$ cat src/rtl/rx_data_buffer.sv
// Receive-side FIFO between the UART receiver and its consumer, with registered read port.
// Optional macro RX_BUF_ERR_EN stores a per-word receive-error flag alongside the data.
module rx_data_buffer #(
  parameter int unsigned DATA_W = 8,
  parameter int unsigned DEPTH  = 4,
  localparam int unsigned ADDR_W = $clog2(DEPTH)
) (
  input  logic              clk,
  input  logic              reset,
  input  logic [DATA_W-1:0] Rx_DATA,
  input  logic              Rx_VALID,
  input  logic              rd_en,
  output logic [DATA_W-1:0] rd_data,
  output logic              rd_valid,
  output logic              empty,
  output logic              full,
  output logic [ADDR_W:0]   count,
  input  logic              clr_overrun,
`ifdef RX_BUF_ERR_EN
  input  logic              Rx_ERROR,
  output logic              rd_err,
`endif
  output logic              overrun
);

`ifdef RX_BUF_ERR_EN
  localparam int unsigned EntryW = DATA_W + 1;
`else
  localparam int unsigned EntryW = DATA_W;
`endif

  logic [EntryW-1:0] mem_q [DEPTH];
  logic [EntryW-1:0] wr_entry;
  logic [EntryW-1:0] rd_entry;

  logic [ADDR_W-1:0] wr_ptr_q, wr_ptr_d;
  logic [ADDR_W-1:0] rd_ptr_q, rd_ptr_d;
  logic [ADDR_W:0]   count_q, count_d;
  logic              empty_q, empty_d;
  logic              full_q, full_d;
  logic              overrun_q, overrun_d;
  logic              rd_valid_q;
  logic [DATA_W-1:0] rd_data_q;
  logic              push, pop, drop;

`ifdef RX_BUF_ERR_EN
  assign wr_entry = {Rx_ERROR, Rx_DATA};
`else
  assign wr_entry = Rx_DATA;
`endif
  assign rd_entry = mem_q[rd_ptr_q];

  // Gating with reset keeps a strobe in the reset cycle out of storage.
  assign pop  = reset & rd_en & ~empty_q;
  assign push = reset & Rx_VALID & (~full_q | pop);
  assign drop = reset & Rx_VALID & full_q & ~pop;

  always_comb begin
    wr_ptr_d  = wr_ptr_q;
    rd_ptr_d  = rd_ptr_q;
    count_d   = count_q;
    overrun_d = overrun_q;
    if (push) wr_ptr_d = wr_ptr_q + ADDR_W'(1);
    if (pop)  rd_ptr_d = rd_ptr_q + ADDR_W'(1);
    if (push && !pop) begin
      count_d = count_q + (ADDR_W+1)'(1);
    end else if (pop && !push) begin
      count_d = count_q - (ADDR_W+1)'(1);
    end
    if (drop) begin
      overrun_d = 1'b1;
    end else if (clr_overrun) begin
      overrun_d = 1'b0;
    end
    empty_d = (count_d == '0);
    full_d  = (count_d == (ADDR_W+1)'(DEPTH));
  end

  always_ff @(posedge clk) begin
    if (push) mem_q[wr_ptr_q] <= wr_entry;
  end

  always_ff @(posedge clk) begin
    if (!reset) begin
      wr_ptr_q   <= '0;
      rd_ptr_q   <= '0;
      count_q    <= '0;
      empty_q    <= 1'b1;
      full_q     <= 1'b0;
      overrun_q  <= 1'b0;
      rd_valid_q <= 1'b0;
      rd_data_q  <= '0;
    end else begin
      wr_ptr_q   <= wr_ptr_d;
      rd_ptr_q   <= rd_ptr_d;
      count_q    <= count_d;
      empty_q    <= empty_d;
      full_q     <= full_d;
      overrun_q  <= overrun_d;
      rd_valid_q <= pop;
      if (pop) rd_data_q <= rd_entry[DATA_W-1:0];
    end
  end

`ifdef RX_BUF_ERR_EN
  logic rd_err_q;

  always_ff @(posedge clk) begin
    if (!reset) begin
      rd_err_q <= 1'b0;
    end else if (pop) begin
      rd_err_q <= rd_entry[DATA_W];
    end
  end

  assign rd_err = rd_err_q;
`endif

  assign rd_data  = rd_data_q;
  assign rd_valid = rd_valid_q;
  assign empty    = empty_q;
  assign full     = full_q;
  assign count    = count_q;
  assign overrun  = overrun_q;

endmodule

$ cat config.mk
export PLATFORM = sky130hd
export DESIGN_NAME = rx_data_buffer
export DESIGN_NICKNAME = d
export VERILOG_FILES = /design/src/rtl/rx_data_buffer.sv
export SDC_FILE = /design/constraint.sdc
export NUM_CORES = 1
export LEC_CHECK = 0
export CAP_MARGIN = 20
export CORE_MARGIN = 5
export CORE_UTILIZATION = 48
export CTS_BUF_LIST = sky130_fd_sc_hd__clkbuf_16
export CTS_CLUSTER_DIAMETER = 50
export DETAILED_ROUTE_END_ITERATION = 8
export GPL_ROUTABILITY_DRIVEN = 0
export PLACE_DENSITY = 0.82
export SKIP_LAST_GASP = 1
export SLEW_MARGIN = 20
export SYNTH_ARGS = -nofsm -noshare
export SYNTH_HDL_FRONTEND = slang
export SYNTH_SLANG_ARGS = --single-unit
$ cat constraint.sdc
create_clock -name clk -period 1.2 [get_ports clk]
set_input_delay 0.24 -clock clk [delete_from_list [all_inputs] [get_ports clk]]
set_output_delay 0.24 -clock clk [all_outputs]
set_load 0.01 [all_outputs]
Figure 1. The metal 3 layer.
Scale: 4 px per um. Cells faint in the background.
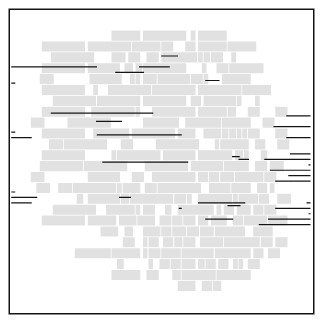
longest straight run: 25.3 um
main direction: horizontal
nets with wire on the layer: 31
wire length on this layer: 255 um
share of all routed wire: 5.8%
post-detailed-routing wire length: 4.43 mm
met3 demand-to-capacity share in global routing: 4.35%
routed via count: 1,355

==> flow_summary.ini <==
; implementation run metrics
[cts]
worst_setup_hold_path_clk_slew_ps = 70
cts_inserted_buffers = 5
clock_tree_from_tritoncts = built
clk_root_buffer_cell = clkbuf_16
cts.htree.levels = 2
clkSinkCount = 51
cts.hold.buffers_added = 0
max-clock-path-buffers = 2

[route]
drc = 0
drt-pass1-iter-count = 4
dr.first_iter.drc_count = 54
antenna_left = 0

[min_path]
hp-class = reg -> reg

[final_timing]
layout_min_cycle_time_ps = 1380
holdWs_ps = 457
worst-slew-pin-transition_ps = 315
final.setup_skew_ps = 5.66
post-route-period-util_pct = 115
finalSetupViolCount = 43
final_critical_path_setup_slack_ps = -176
grt_setup_unrepaired = yes
hold_violations = 0

[floorplan]
std_cell_rows = 24
fp.coreArea_um2 = 4260
core_util_floorplan_pct = 48.7
die.size.y_um = 75.8
num_io_pins = 28

[global_route]
grt_use_total_pct = 16.3
grt_max_degree = 17
antenna_violations_before_repair = 0
grt_first_pass_wirelength_mm = 6.84
grt_pass1_vias = 1414
grt_overflow = 0

[layout]
n_antenna_cell = 0
lay_top_cells = 32 x edfxtp_1, 19 x buf_4, 16 x dlygate4sd2_1
layout.cells.most_common = edfxtp_1
final.fill_count = 281
post_route_cells_drive_above_1_share_pct = 40.2
area_growth_pct = 39.2
fin_area_um2 = 2890

[synthesis]
synth_adder_area_share_pct = 3.62
yosys-mux-area-fraction_pct = 10.6
synth_top_flop_cell = edfxtp_1
synthesis.nets = 167
synth_cell_type_count = 33
mappedNetlistArea_um2 = 2080
synthXorXnorAreaFrac_pct = 1.69
post_synth_and_or_nand_nor_area_fraction_pct = 11.9
postSynthCellCount = 148
yosys-stat-area_um2 = 2080
enable_flop_cells = 32
synth_flops = 51
async_reset_ff_share_pct = 0
synth_area_per_cell_um2 = 14.0
yosys_warnings = 0
yosys-dominant-comb-family = simple AND/OR/NAND/NOR gates
yosys_cells = 148

[setup_path]
worst_ep_arrival_time_ps = 1580
data_required_time_of_the_critical_path_ps = 1400
critical-path-max-stage-delay_ps = 440
path_max_fanout = 4
crit_path_start_kind = flop
critPathCaptureType = flop
crit_chain = ha_4 > nand3b_1 > or4_4 > nand3_2 > nor3b_2
critical_path_class = reg -> reg
worst_path_max_delay_cell = or4_4

[place]
dp_cells = 236
post-dp-hpwl_mm = 2.83
detailed_place.area_um2 = 2570
port_buffers = 27

[power_and_ir_drop]
power_leakage_nw = 1.11
ir_drop_mv = 1.14
cellPowerDensity_nw_per_um2 = 1780

[status]
status = complete, but fails checks
violations = setup timing

[flow_run]
max_cap_viol_count = 0
stage_log_warnings = 33
Figure 2. Where the registers sit.
Scale: 4 px per um. Other sequential cells in the stronger grey, the rest of the logic in the fainter grey.
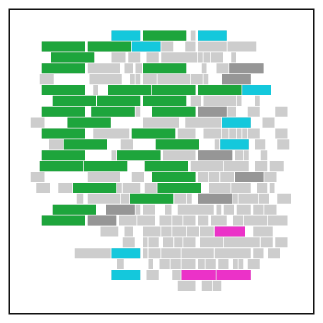
legend:
  green:
    name_in_the_netlist: `mem_q`
    placed_flops: 32
  magenta:
    name_in_the_netlist: `count`
    placed_flops: 3
  cyan:
    name_in_the_netlist: `rd_data`
    placed_flops: 8
not coloured: 8
Sequential cell area: 1360 um2
Seq. pwr: 2.21 mW
Final Util: 67.8%

==> layout make-up <==
| cell class | instances | area, um2 | share of cell area, % |
|---|---|---|---|
| Clock buffer | 5 | 125 | 4.33 |
| Clock inverter | 3 | 17.5 | 0.606 |
| Inverter | 7 | 26.3 | 0.909 |
| Multi-Input combinational cell | 83 | 827 | 28.6 |
| Sequential cell | 51 | 1360 | 47.1 |
| Tap cell | 52 | 65.1 | 2.25 |
| Timing Repair Buffer | 50 | 468 | 16.2 |
==> where the power goes <==
| part | switching (mW) | internal, mW |
|---|---|---|
| Combinational | 0.711 | 0.877 |
| Clock | 0.584 | 0.764 |
| Sequential | 0.138 | 2.07 |
| Total | 1.43 | 3.71 |
==> path summary, 6_finish.rpt <==
kind	from	to	slack, ps	depth (start not counted)
setup / recovery	count[1]$_SDFF_PN0_	full$_SDFF_PN0_	-180	5
setup reg to reg	count[1]$_SDFF_PN0_	full$_SDFF_PN0_	-180	5
hold / removal	rd_data[4]$_SDFFE_PN0P_	rd_data[4]$_SDFFE_PN0P_	460	2
hold reg to reg	rd_data[4]$_SDFFE_PN0P_	rd_data[4]$_SDFFE_PN0P_	460	2
==> kinds of logic (layout without fill, tap and decap cells) <==
family	after synthesis	in the layout
adder cells (fa/ha/maj)	6	6
XOR/XNOR	4	4
flip-flops	51	51
AND/OR/NAND/NOR	45	45
AND-OR/OR-AND	16	16
multiplexers	12	12
buffers and inverters	14	65
==> flip-flops by register name (all words and copies together) (netlist names) <==
signal	count
count	3
empty	1
full	1
mem_q	32
overrun	1
rd_data	8
rd_ptr_q	2
rd_valid	1
wr_ptr_q	2
==> cells in the mapped netlist, types with 2 or more instances <==
cell type  number  area share (%)
a21oi_1         9             2.2
clkbuf_1        2            0.36
a211oi_1        2            0.72
mux4_2          8             8.7
edfxtp_1       32              46
nor3_1          2            0.48
ha_1            6             3.6
nand2b_1        4             1.2
nor2b_1         2            0.60
dfxtp_1        19              18
nand3b_1        2            0.72
nor2_1          5            0.90
and2_1          5             1.5
inv_1           6             1.1
mux2i_1         4             1.9
buf_2           4            0.96
nand2_1        18             3.3
xnor2_1         3             1.3
==> per-stage QoR <==
| stage | power (mW) | setup TNS (ps) | util (%) | worst slack (ps) |
|---|---|---|---|---|
| 6_report | 5.15 | -2020 | 67.8 | -176 |
| 5_1_grt | 5.40 | -3550 | 67.8 | -222 |
| 4_1_cts | 4.92 | -1300 | 64.8 | -137 |
| 3_5_place_dp | 3.52 | -25350 | 60.2 | -612 |
| 3_3_place_gp | 3.46 | -22470 | 60.2 | -538 |
| 2_1_floorplan | 2.94 | -1450 | - | -80.7 |
==> routing by layer <==
metal,global-route usage [%],vias to the layer above,wire (um)
met5,0,-,0
met4,6.02,0,79
met3,4.35,9,254
met2,28.3,46,2370
met1,19.4,662,1730
li1,-,638,-
==> critical path, delay by kind of cell, from the launching register on <==
kind	cells	cell delay, ps
adder cells (fa/ha/maj)	1	120
flip-flops	1	370
AND/OR/NAND/NOR	4	800
==> what timing repair did <==
item	4_1_cts	5_1_grt
gates resized	40	20
buffers inserted	2	4
pin swaps	7	8
setup endpoints to repair	63	49
gates cloned	0	1
Power and IR drop assume default switching activity.
